==> config.mk <==
export PLATFORM = sky130hd
export DESIGN_NAME = counter_x
export DESIGN_NICKNAME = d
export VERILOG_FILES = /design/src/rtl/counter_x_pkg.sv /design/src/rtl/counter_x_ch.sv /design/src/rtl/counter_x.sv
export SDC_FILE = /design/constraint.sdc
export NUM_CORES = 1
export LEC_CHECK = 0
export CAP_MARGIN = 0
export CORE_ASPECT_RATIO = 1.2
export CORE_MARGIN = 1.5
export CORE_UTILIZATION = 50
export CTS_CLUSTER_DIAMETER = 60
export CTS_CLUSTER_SIZE = 30
export DETAILED_ROUTE_END_ITERATION = 12
export PLACE_DENSITY = 0.65
export RECOVER_POWER = 25
export SLEW_MARGIN = 20
export SYNTH_ARGS = -nofsm -noshare
export SYNTH_HDL_FRONTEND = slang
export SYNTH_SLANG_ARGS = --single-unit
==> constraint.sdc <==
create_clock -name clk -period 20.4 [get_ports clk]
set_input_delay 4.08 -clock clk [delete_from_list [all_inputs] [get_ports clk]]
set_output_delay 4.08 -clock clk [all_outputs]
set_load 0.05 [all_outputs]
run_1/clocks.png
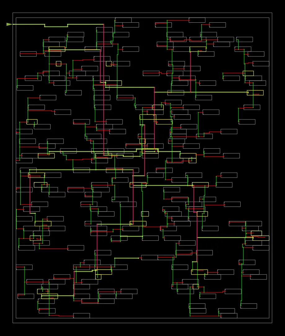
TritonCTS Buffers: 19
Clock Skew: 0.0361 ns
Clock Power: 0.389 mW

run_1/clk_routes.png
Drawn at 2 px/um.
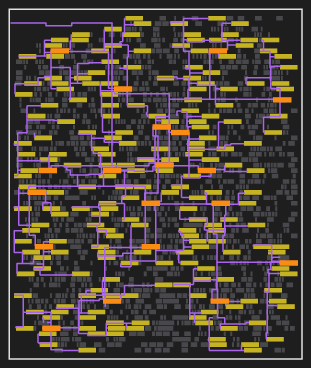
legend:
  yellow:
    item: flip-flops
    count: 204
  purple:
    item: clock wires
    length: 2840 um
  orange:
    item: clock drivers
    count: 19
routed clock nets: 20
Late-Pin Clk Latency: 0.54 ns
Clk pwr share: 24.0%

run_1/layer_met3.png
Drawn at 3 px/um.
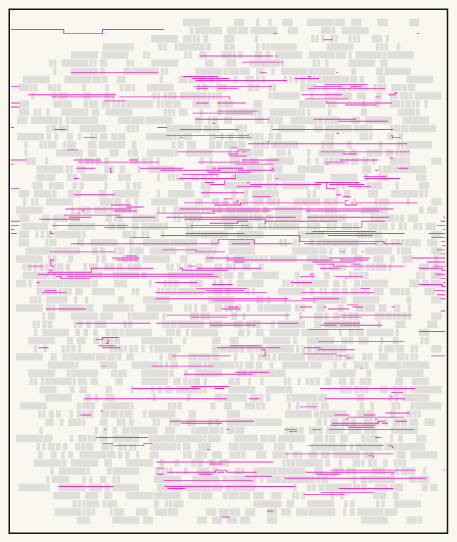
main direction: horizontal
nets with wire on the layer: 193
share of all routed wire: 9.3%
longest straight run: 85.8 um
wire length on this layer: 3990 um
Total Wirelength: 42.9 mm
Vias: 11755
M3 GR Usage: 5.46%

==> flow_summary.ini, run 1 <==
; yosys + openroad results
[run_status]
status = complete, but fails checks
violations = capacitance limit, slew limit

[clock_tree]
cts-htree-levels = 1
cts_hold_buf = 0
clkTransAtPathRegs_ns = 0.08
cts_tree = yes
cts_root_buf = clkbuf_16
cts_setup_buffers = 0

[worst_setup_path]
r2r_setup_slack_ns = 16.60
worstPathRequired_ns = 16.32
start_kind = input port
cp_slowest_stage_delay_ns = 0.83
crit_type = input port to primary output
cp_slowest_cell = clkdlybuf4s50_1
cp_common_cell = clkdlybuf4s50_1
path_max_fanout = 39
reg2reg_depth = 6

[final_timing]
rsz0062_at_grt = false
hold_viol_final = 0
fmax_mhz = 92.1
setup_viol = 0
tightest_slew_ns = 5.86
fin_ws_ns = 9.54
period_used_pct = 53.2
period_needed_ns = 10.86
slew_headroom_pct = -293
hold_ws_ns = 0.473
drv_slew = 129

[place]
dp_cells = 1789
gp_congestion = 0.980
port_buffers = 71
dpl-instance-area_um2 = 13100
dp_slack_ns = 9.54

[drt]
wl_met2_mm = 19.9
wl_met1_mm = 17.6
wire_per_inst_um = 23.5
drt_iter0_drc = 1024
wl_met3_mm = 3.99
drtPass1Iterations = 5

[finish]
drive_gt1_share_pct = 6.52
buffers_excl_clock = 94
lay_top_cells = nand2_1, dfrtp_1, o21ai_0, nor2_1, a21oi_1
nNetsFinal = 1546
buf_share_pct = 6.51
layout_top_cell = nand2_1
fin_util_pct = 57.6
sh_comb_area_pct = 47.9
layout.area.seq_um2 = 5100
nClkBuffers = 19
dominant_cells = multi-input combinational cells
area_growth_syn_to_layout_pct = 13.2
num_antenna_cells = 0

[power_and_ir_drop]
p_leak_nw = 6.00
power_mw = 1.62
powerDensity_nw_per_um2 = 118

[synthesis]
synth_flop_count = 204
yosys.stat.seqShare_pct = 41.8
fp_nets = 1533
yosys.cell_types.count = 81
synth_area_um2 = 12200
area_leaders = dfrtp_1, nand2_1, o21ai_0
synth_top_area_share_pct = 41.8
async_reset_ff_share_pct = 100
avgSynthCellArea_um2 = 8.26
edf_count = 0
ys_area_um2 = 12200

[floorplanning]
fp_util_pct = 50.9
num_tap_cells = 320
die-area_um2 = 25400
io_pins = 72
die_w_um = 146
fp.dieH_um = 174

[global_routing]
track_usage_pct = 33.9
grt_max_degree = 129
antenna_found_initial = 2
overflow = 0

[flow_run]
warnings = 40
max_cap_viol_count = 1
-- run 1: report_power, final --
part	leakage (nW)	switching (mW)	total, mW	internal [mW]
clock network	0.323	0.200	0.389	0.189
logic	3.17	0.334	0.540	0.206
registers	2.51	0.189	0.695	0.507
total	6.00	0.723	1.62	0.902
-- run 1: kinds of logic after synthesis --
logic type | after synthesis | share of synthesized area, %
AND/OR/NAND/NOR | 686 | 26.7
flip-flops | 204 | 41.8
multiplexers | 38 | 3.81
XOR/XNOR | 28 | 2.01
adder cells (fa/ha/maj) | 18 | 1.85
AND-OR/OR-AND | 372 | 19.6
buffers and inverters | 132 | 4.25
-- run 1: worst reg2reg max path, delay by kind of cell (launching register included) --
kind / cells / cell delay, ns
AND-OR/OR-AND: 2 / 0.45
adder cells (fa/ha/maj): 1 / 0.23
flip-flops: 1 / 0.43
AND/OR/NAND/NOR: 3 / 2.58
-- run 1: cell usage after synthesis, types with 5 or more instances --
master    instances
or3_1            14
nand2b_1          6
o21ai_0         123
mux4_2            5
or2_2             5
mux2_2            5
a211o_1           7
a21oi_1          76
and3_1           12
and3b_1           5
nand2_1         366
o31ai_1          19
nor3_1           29
o32ai_1           5
dfrtp_1         204
a22o_1           10
nand3b_1          8
and4_1            8
or4_1            19
nand3_1          32
a311oi_1          5
nor2b_1          11
o211ai_1         12
inv_1            30
nand4_1          15
xor2_1           15
ha_1             18
a211oi_1         21
nor4_1           31
buf_2             9
a31oi_1          19
nor3b_1          11
buf_1            10
a21o_1            9
clkbuf_1         81
a221o_1           5
mux2i_1          27
nor2_1           91
xnor2_1          13
-- run 1: layer usage --
metal / vias up / track usage (%)
met5: - / 0
li1: 5338 / -
met1: 5752 / 47.0
met3: 94 / 5.46
met2: 569 / 54.1
met4: 2 / 11.7
run_1/cell_density.png
Drawn at 2 px/um. 15 x 17 tiles, from white (low) to dark blue (high), 0 to 100% covered.
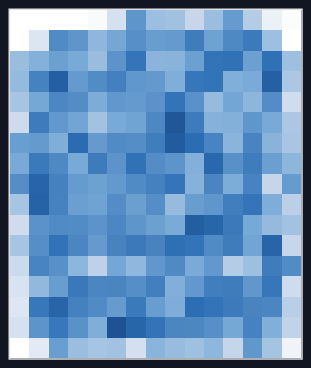

--- run 2 (diff from run 1) ---
PLACE_DENSITY = 0.67   (was 0.65)
clock period = 9.5 ns   (was 20.4 ns; I/O delays follow)
run_2/cell_density.png
Drawn at 2 px/um. 15 x 17 tiles, from white (low) to dark blue (high), 0 to 100% covered.
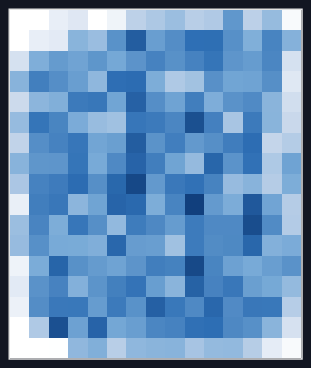
mean over tiles: 53%
emptiest ninth of the die: top left
densest ninth of the die: middle
Core Area: 24000 um^2
floorplan utilization: 50.9%

==> run 2 against run 1 <==
The flow still finishes with violations (capacitance limit, slew limit). Total power grew 120%. Cell area is essentially flat. Routed wire length shrank 1.1%. Sequential share of layout area is essentially flat. Worst setup slack lost 7.8 ns. Synthesized cell count is the same. Critical endpoint is now counter_out[14]. Largest cell class unchanged.
==> flow_summary.ini, run 2 <==
; yosys + openroad results
[run_status]
status = complete, but fails checks
violations = capacitance limit, slew limit

[finish]
fill_cells = 2168
finalInstanceArea_um2 = 13800
nNetsFinal = 1546
num_antenna_cells = 0
drive_gt1_share_pct = 6.45
area_growth_syn_to_layout_pct = 13.1
fin_util_pct = 57.6
layout_top_cell = nand2_1
lay_top_cells = nand2_1, dfrtp_1, o21ai_0, nor2_1, a21oi_1

[power_and_ir_drop]
p_leak_nw = 6.00
powerDensity_nw_per_um2 = 253
max-vdd-ir-drop_mv = 0.196

[synthesis]
synth_top_area_share_pct = 41.8
yosys.cell_types.count = 81
ys.flop_type = dfrtp_1
synth_flop_count = 204
async_reset_ff_share_pct = 100
synth_area_um2 = 12200
synth_area_leader_cell = dfrtp_1
ys_area_um2 = 12200
area_leaders = dfrtp_1, nand2_1, o21ai_0
syn_inst = 1478
fp_nets = 1533
top_cells_by_count = nand2_1, dfrtp_1, o21ai_0
yosys.stat.seqShare_pct = 41.8
yosysMostFrequentCell = nand2_1
synth.yosys.warnings = 0
avgSynthCellArea_um2 = 8.26
edf_count = 0
yosysCellCount = 1478

[final_timing]
fmax_mhz = 129
drv_slew = 146
hold_viol_final = 0
rsz0062_at_grt = false
finClkSkew_ns = 0.0329
slew_headroom_pct = -225
fin_ws_ns = 1.75
fin_setup_tns_ns = 0
period_used_pct = 81.5
setup_viol = 0
period_needed_ns = 7.75
tightest_slew_ns = 4.84

[clock_tree]
cts_root_buf = clkbuf_16
cts-htree-levels = 1
cts_sinks = 204
clkTransAtPathRegs_ns = 0.08
ctsResizeCount = 0
numCtsBuffers = 20
cts_tree = yes
cts_hold_buf = 0
clk_latency_ns = 0.52
cts_setup_buffers = 0
cts_buffer_depth = 3

[global_routing]
antenna_found_initial = 0
track_usage_pct = 33.4
overflow = 0
grt_pass1_wl_mm = 65.6
grt_max_degree = 105
grt_pass1_vias = 10888

[flow_run]
max_cap_viol_count = 2
warnings = 40

[floorplanning]
die_w_um = 146
row_count = 62
die-area_um2 = 25400
fp.dieH_um = 174
io_pins = 72

[drt]
drt_iter0_drc = 1111
drtPass1Iterations = 5
wire_per_inst_um = 23.2
ant_nets = 0
routed_wl_mm = 42.4
dr_total_vias = 11707
via_per_inst = 6.41

[place]
dpl.hpwl_mm = 29.7
dp_slack_ns = 2.98
gp_congestion = 0.968
port_buffers = 71
dpl-instance-area_um2 = 13100

[worst_setup_path]
r2r_setup_slack_ns = 5.84
crit_type = input port to primary output
critPathArrivalTime_ns = 5.85
worstPathRequired_ns = 7.60
path_max_fanout = 40
cp-end-kind = primary output
start_kind = input port
reg2reg_depth = 7

[worst_hold_path]
hold_depth = 2
min_path_type = register to register
-- run 2: cell counts after synthesis --
Identical to the previous run, type by type.
-- run 2: where the power goes --
part | internal, mW | switching (mW) | total [mW]
Combinational | 0.446 | 0.712 | 1.16
Sequential | 1.09 | 0.403 | 1.49
Clock | 0.438 | 0.408 | 0.846
Total | 1.97 | 1.52 | 3.50
-- run 2: cell families after synthesis --
group	synth area share (%)
AND-OR/OR-AND	19.6
XOR/XNOR	2.01
buffers and inverters	4.25
multiplexers	3.81
adder cells (fa/ha/maj)	1.85
flip-flops	41.8
AND/OR/NAND/NOR	26.7
-- run 2: cell type report --
type / count / area [um^2] / share of cell area [%]
clock buffers: 23 / 543 / 3.93
well taps: 320 / 400 / 2.90
multi-input cells: 1142 / 6620 / 47.9
clock inverters: 13 / 158 / 1.14
inverters: 30 / 114 / 0.825
repair buffers: 93 / 867 / 6.28
flip-flops and latches: 204 / 5100 / 37.0
-- run 2: critical path, stage by stage --
cell and delay (ns):
buf_2 0.08, clkbuf_1 2.12, nor2b_4 0.60, nand2_1 0.27, o21ai_0 0.12, clkdlybuf4s50_1 0.73
-- run 2: layer usage --
layer  up-vias  wire length (um)  track usage [%]  share of wire, %
met5         -                 0                0                 0
met4         0              1800             12.6               4.2
li1       5353                 -                -                 -
met2       591             19300             52.7                46
met3       111              3740             4.80               8.8
met1      5652             17500             46.6                41
-- run 2: stage by stage --
step	std cells	power, mW	hold WS, ns
after detailed placement	1789	2.63	0.454
after global placement	1789	2.61	0.444
after global routing	1825	3.67	0.490
final	1825	3.50	0.470
after CTS	1825	3.47	0.473
after floorplan	1478	2.16	0.432
Power figures rest on the tool's default switching activity, not on a simulated workload.
